$ cat config.mk
export PLATFORM = sky130hd
export DESIGN_NAME = midi_poly_decoder
export DESIGN_NICKNAME = d
export VERILOG_FILES = /design/src/rtl/midi_pkg.sv /design/src/rtl/midi_uart_rx.sv /design/src/rtl/midi_poly_decoder.sv
export SDC_FILE = /design/constraint.sdc
export NUM_CORES = 1
export LEC_CHECK = 0
export CORE_MARGIN = 10
export CORE_UTILIZATION = 53
export DETAILED_ROUTE_END_ITERATION = 10
export PLACE_DENSITY = 0.79
export SLEW_MARGIN = 10
export SYNTH_ARGS = -nofsm -noshare
export SYNTH_HDL_FRONTEND = slang
export SYNTH_SLANG_ARGS = --single-unit
$ cat constraint.sdc
create_clock -name clk -period 2.95 [get_ports clk]
set_input_delay 0.295 -clock clk [delete_from_list [all_inputs] [get_ports clk]]
set_output_delay 0.295 -clock clk [all_outputs]
set_load 0.005 [all_outputs]
$ cat src/rtl/midi_pkg.sv
// Shared constants and state encodings for the MIDI decoder.
package midi_pkg;

    localparam logic [3:0] NOTE_OFF = 4'h8;
    localparam logic [3:0] NOTE_ON  = 4'h9;
    localparam logic [7:0] SYSEX_LO = 8'hF0;
    localparam logic [7:0] RT_LO    = 8'hF8;

    typedef enum logic [2:0] {
        RX_IDLE,
        RX_START,
        RX_DATA,
        RX_STOP,
        RX_WAIT_HIGH
    } rx_state_t;

    typedef enum logic [1:0] {
        P_IGNORE,
        P_NOTE,
        P_VEL
    } p_state_t;

endpackage

$ cat src/rtl/midi_uart_rx.sv
// MIDI serial receiver: 2-flop synchroniser, mid-bit sampling, stop-bit check.
module midi_uart_rx
    import midi_pkg::*;
#(
    parameter int CLKS_PER_BIT = 128
) (
    input  logic       clk,
    input  logic       rst_n,
    input  logic       midi_in,
    output logic       byte_valid,
    output logic [7:0] byte_data,
    output logic       frame_err
);

    localparam int CW = $clog2(CLKS_PER_BIT);
    localparam logic [CW-1:0] HALF = CW'(CLKS_PER_BIT / 2 - 1);
    localparam logic [CW-1:0] FULL = CW'(CLKS_PER_BIT - 1);

    logic            meta, sync;
    rx_state_t       state, state_n;
    logic [CW-1:0]   cnt, cnt_n;
    logic [2:0]      bit_idx, bit_idx_n;
    logic [7:0]      shreg, shreg_n, data_n;
    logic            valid_n, ferr_n;

    // Synchroniser; resets to the idle-high line level so reset never fakes a start bit.
    always_ff @(posedge clk) begin
        if (!rst_n) begin
            meta <= 1'b1;
            sync <= 1'b1;
        end else begin
            meta <= midi_in;
            sync <= meta;
        end
    end

    // Receiver state and datapath registers.
    always_ff @(posedge clk) begin
        if (!rst_n) begin
            state      <= RX_IDLE;
            cnt        <= '0;
            bit_idx    <= '0;
            shreg      <= '0;
            byte_data  <= '0;
            byte_valid <= 1'b0;
            frame_err  <= 1'b0;
        end else begin
            state      <= state_n;
            cnt        <= cnt_n;
            bit_idx    <= bit_idx_n;
            shreg      <= shreg_n;
            byte_data  <= data_n;
            byte_valid <= valid_n;
            frame_err  <= ferr_n;
        end
    end

    // Next-state logic; the counter free-runs and is zeroed at each sample point.
    always_comb begin
        state_n   = state;
        cnt_n     = cnt + 1'b1;
        bit_idx_n = bit_idx;
        shreg_n   = shreg;
        data_n    = byte_data;
        valid_n   = 1'b0;
        ferr_n    = 1'b0;
        case (state)
            RX_IDLE: begin
                cnt_n = '0;
                if (!sync) state_n = RX_START;
            end
            RX_START: begin
                if (cnt == HALF) begin
                    cnt_n     = '0;
                    bit_idx_n = '0;
                    state_n   = sync ? RX_IDLE : RX_DATA;
                end
            end
            RX_DATA: begin
                if (cnt == FULL) begin
                    cnt_n     = '0;
                    shreg_n   = {sync, shreg[7:1]};
                    bit_idx_n = bit_idx + 1'b1;
                    if (bit_idx == 3'd7) state_n = RX_STOP;
                end
            end
            RX_STOP: begin
                if (cnt == FULL) begin
                    cnt_n = '0;
                    if (sync) begin
                        valid_n = 1'b1;
                        data_n  = shreg;
                        state_n = RX_IDLE;
                    end else begin
                        ferr_n  = 1'b1;
                        state_n = RX_WAIT_HIGH;
                    end
                end
            end
            RX_WAIT_HIGH: begin
                cnt_n = '0;
                if (sync) state_n = RX_IDLE;
            end
            default: state_n = RX_IDLE;
        endcase
    end

endmodule

$ cat src/rtl/midi_poly_decoder.sv
// MIDI note parser with running status and a NUM_VOICES-slot held-note table.
module midi_poly_decoder
    import midi_pkg::*;
#(
    parameter int CLKS_PER_BIT = 128,
    parameter int NUM_VOICES   = 4
) (
    input  logic                      clk,
    input  logic                      rst_n,
    input  logic                      midi_in,
    input  logic [3:0]                chan_sel,
    input  logic                      omni,
    output logic                      byte_valid,
    output logic [7:0]                byte_data,
    output logic                      frame_err,
    output logic                      overflow,
    output logic [NUM_VOICES-1:0]     voice_valid,
    output logic [7*NUM_VOICES-1:0]   voice_note,
    output logic [7*NUM_VOICES-1:0]   voice_vel
);

    localparam int IW = (NUM_VOICES > 1) ? $clog2(NUM_VOICES) : 1;

    p_state_t                    p_state, p_state_n;
    logic [3:0]                  rs_type;
    logic [6:0]                  note_lat;
    logic [NUM_VOICES-1:0][6:0]  note_q, vel_q;
    logic                        match_hit, free_hit;
    logic [IW-1:0]               match_idx, free_idx;
    logic                        is_note_msg, chan_ok, exec, note_on;

    midi_uart_rx #(.CLKS_PER_BIT(CLKS_PER_BIT)) u_rx (
        .clk        (clk),
        .rst_n      (rst_n),
        .midi_in    (midi_in),
        .byte_valid (byte_valid),
        .byte_data  (byte_data),
        .frame_err  (frame_err)
    );

    assign voice_note  = note_q;
    assign voice_vel   = vel_q;
    assign is_note_msg = (byte_data[7:4] == NOTE_ON) || (byte_data[7:4] == NOTE_OFF);
    assign chan_ok     = omni || (byte_data[3:0] == chan_sel);
    assign exec        = byte_valid && !byte_data[7] && (p_state == P_VEL);
    assign note_on     = (rs_type == NOTE_ON) && (byte_data[6:0] != 7'd0);

    // Parser next state; real-time bytes fall through and leave everything untouched.
    always_comb begin
        p_state_n = p_state;
        if (byte_valid) begin
            if (byte_data[7]) begin
                if (byte_data < SYSEX_LO)
                    p_state_n = (is_note_msg && chan_ok) ? P_NOTE : P_IGNORE;
                else if (byte_data < RT_LO)
                    p_state_n = P_IGNORE;
            end else begin
                case (p_state)
                    P_NOTE:  p_state_n = P_VEL;
                    P_VEL:   p_state_n = P_NOTE;
                    default: p_state_n = p_state;
                endcase
            end
        end
    end

    // Priority search: lowest slot holding the latched note, lowest free slot.
    always_comb begin
        match_hit = 1'b0;
        match_idx = '0;
        free_hit  = 1'b0;
        free_idx  = '0;
        for (int i = 0; i < NUM_VOICES; i++) begin
            if (!match_hit && voice_valid[i] && (note_q[i] == note_lat)) begin
                match_hit = 1'b1;
                match_idx = IW'(i);
            end
            if (!free_hit && !voice_valid[i]) begin
                free_hit = 1'b1;
                free_idx = IW'(i);
            end
        end
    end

    // Parser registers and voice table update on the velocity byte.
    always_ff @(posedge clk) begin
        if (!rst_n) begin
            p_state     <= P_IGNORE;
            rs_type     <= 4'h0;
            note_lat    <= '0;
            overflow    <= 1'b0;
            voice_valid <= '0;
            note_q      <= '0;
            vel_q       <= '0;
        end else begin
            overflow <= 1'b0;
            p_state  <= p_state_n;
            if (byte_valid && byte_data[7] && (byte_data < RT_LO))
                rs_type <= (byte_data < SYSEX_LO) ? byte_data[7:4] : 4'h0;
            if (byte_valid && !byte_data[7] && (p_state == P_NOTE))
                note_lat <= byte_data[6:0];
            if (exec) begin
                if (note_on) begin
                    if (match_hit) begin
                        vel_q[match_idx] <= byte_data[6:0];
                    end else if (free_hit) begin
                        voice_valid[free_idx] <= 1'b1;
                        note_q[free_idx]      <= note_lat;
                        vel_q[free_idx]       <= byte_data[6:0];
                    end else begin
                        overflow <= 1'b1;
                    end
                end else if (match_hit) begin
                    voice_valid[match_idx] <= 1'b0;
                end
            end
        end
    end

endmodule

==> images/ff_map.png <==
Other sequential cells in the stronger grey, the rest of the logic in the fainter grey.
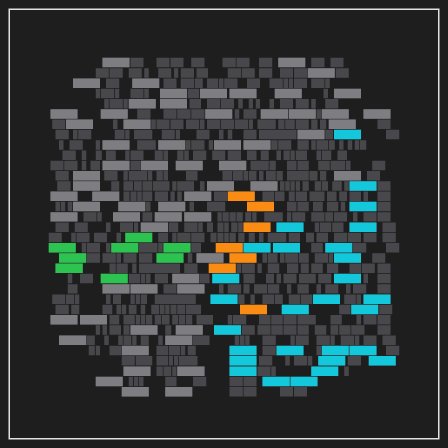
- green: `u_rx.shreg` (flops 8; where middle left)
- orange: `note_lat` (flops 7; where centre)
- cyan: `voice_note` (flops 28)
- not coloured: 64

==> images/port_trees.png <==
The bar under the picture is 20 µm long.
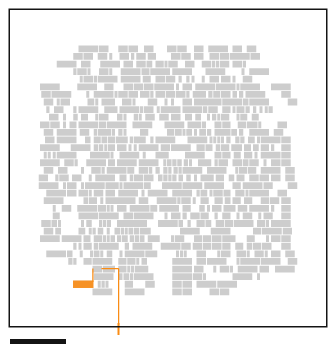
- orange: `frame_err` (direction output; edge bottom; end cells 1; buffers 1; wire 31.0 µm)

==> results.cfg <==
; synthesis and place-and-route metrics
[clock_tree]
post-cts-setup-buffers = 0
cts-resized-gates = 0
cts_sinks = 107
cts_tree = yes
h-tree-depth = 3
clkLatencyLatePin_ns = 0.36
cts.clk_slew.worst_paths_ns = 0.10

[setup_path]
cp_slowest_cell = dfxtp_1
required_ns = 3.25
worstSetupPathType = flop to flop
crit_chain = xnor2_1 > nand4_1 > nor2_4 > nor4bb_2 > buf_4 > a21oi_1 > or3b_1 > mux2i_1
r2r_start = note_lat[4]$_SDFFE_PN0P_
end_kind = flop
worst-path-stages = 8
crit_start = note_lat[4]$_SDFFE_PN0P_
critical_path_arrival_ns = 3.00
reg2reg_slack_ns = 0.25
r2r-end = voice_vel[15]$_SDFFE_PN0P_
cp-start-kind = flop

[logic_synthesis]
synth_top_cell_by_count = dfxtp_1
synthDistinctLibCells = 46
synth_area_leader_cell = dfxtp_1
netlist_instances = 495
xor_area_share_pct = 7.23
ff_type = dfxtp_1
ys_seq_elements = 107
edf_count = 0
yosys_warnings = 0
synthMuxAreaShare_pct = 16.1
fp_nets = 508
syn_avg_cell_area_um2 = 9.30
top_cell_area_share_pct = 46.5
synth-adder-area-share_pct = 1.36
netlist_top_cells_count = dfxtp_1, nor2_1, mux2i_1, nand2_1, xnor2_1
area_leaders = dfxtp_1, mux2i_1, nor2_1
postSynthSeqShare_pct = 46.5

[cells_and_area]
diodes = 0
n_fill_cell = 678
buffers = 96
largest_cell_class = combinational gates
final_cells = 683
post-route-util_pct = 69.0
register_area_um2 = 2140
area_share_nonclk_buffers_pct = 15.9
comb_area_share_pct = 40.0
seq_area_share_pct = 37.2
design_area_um2 = 5750
clk_share_pct = 4.09
inverters_excl_clock = 8

[die]
rows = 33
fp_util_pct = 55.2
well_tap_count = 105
io_pins = 79
core_um2 = 8340

[final_timing]
drv_slew = 0
worstMarginPinSlew_ns = 0.522
max-slew-margin-rel_pct = 64.7
min_period_ns = 2.70
fin_setup_tns_ns = 0
finalHoldViolations = 0
max_freq_mhz = 370
setup_viol = 0
setup_slack_ns = 0.251
finalClockSkew_ns = 0.0105

[global_routing]
grt.busiest_layer = met2
met3_usage_pct = 4.49
globalRouteMet2Util_pct = 30.1
grt_max_degree = 37
use_met1_pct = 20.2
grt_pass1_vias = 3647
track_usage_pct = 17.3

[outcome]
outcome = complete, no violations

[hold_path]
hold_start = u_rx.meta$_SDFF_PN1_
hold_path_class = flop to flop

[routing]
detail_route.wl_per_cell_um = 16.5
vias = 3676
dr_wl_met2_um = 5750
routed_wl_um = 11200
top_layer_used = met4
via_per_inst = 5.38
dr.pass1.iters = 4
drcViolationCount = 0

[power]
power.total_w = 0.00258
power.share.switching_pct = 21.8
combPwrFrac_pct = 3.4
leakage_nw = 2.50
powerDensity_nw_per_um2 = 449
comb-power_w = 0.0000876
power_frac_seq_pct = 57.1
top_power_group = registers
p_clk_share_pct = 39.5

[place]
dp.final_hpwl_um = 8470
io_buffers = 78
dp_cells = 667
place_ws_ns = 0.288

[run]
max_cap_viol_count = 0
warnings = 27
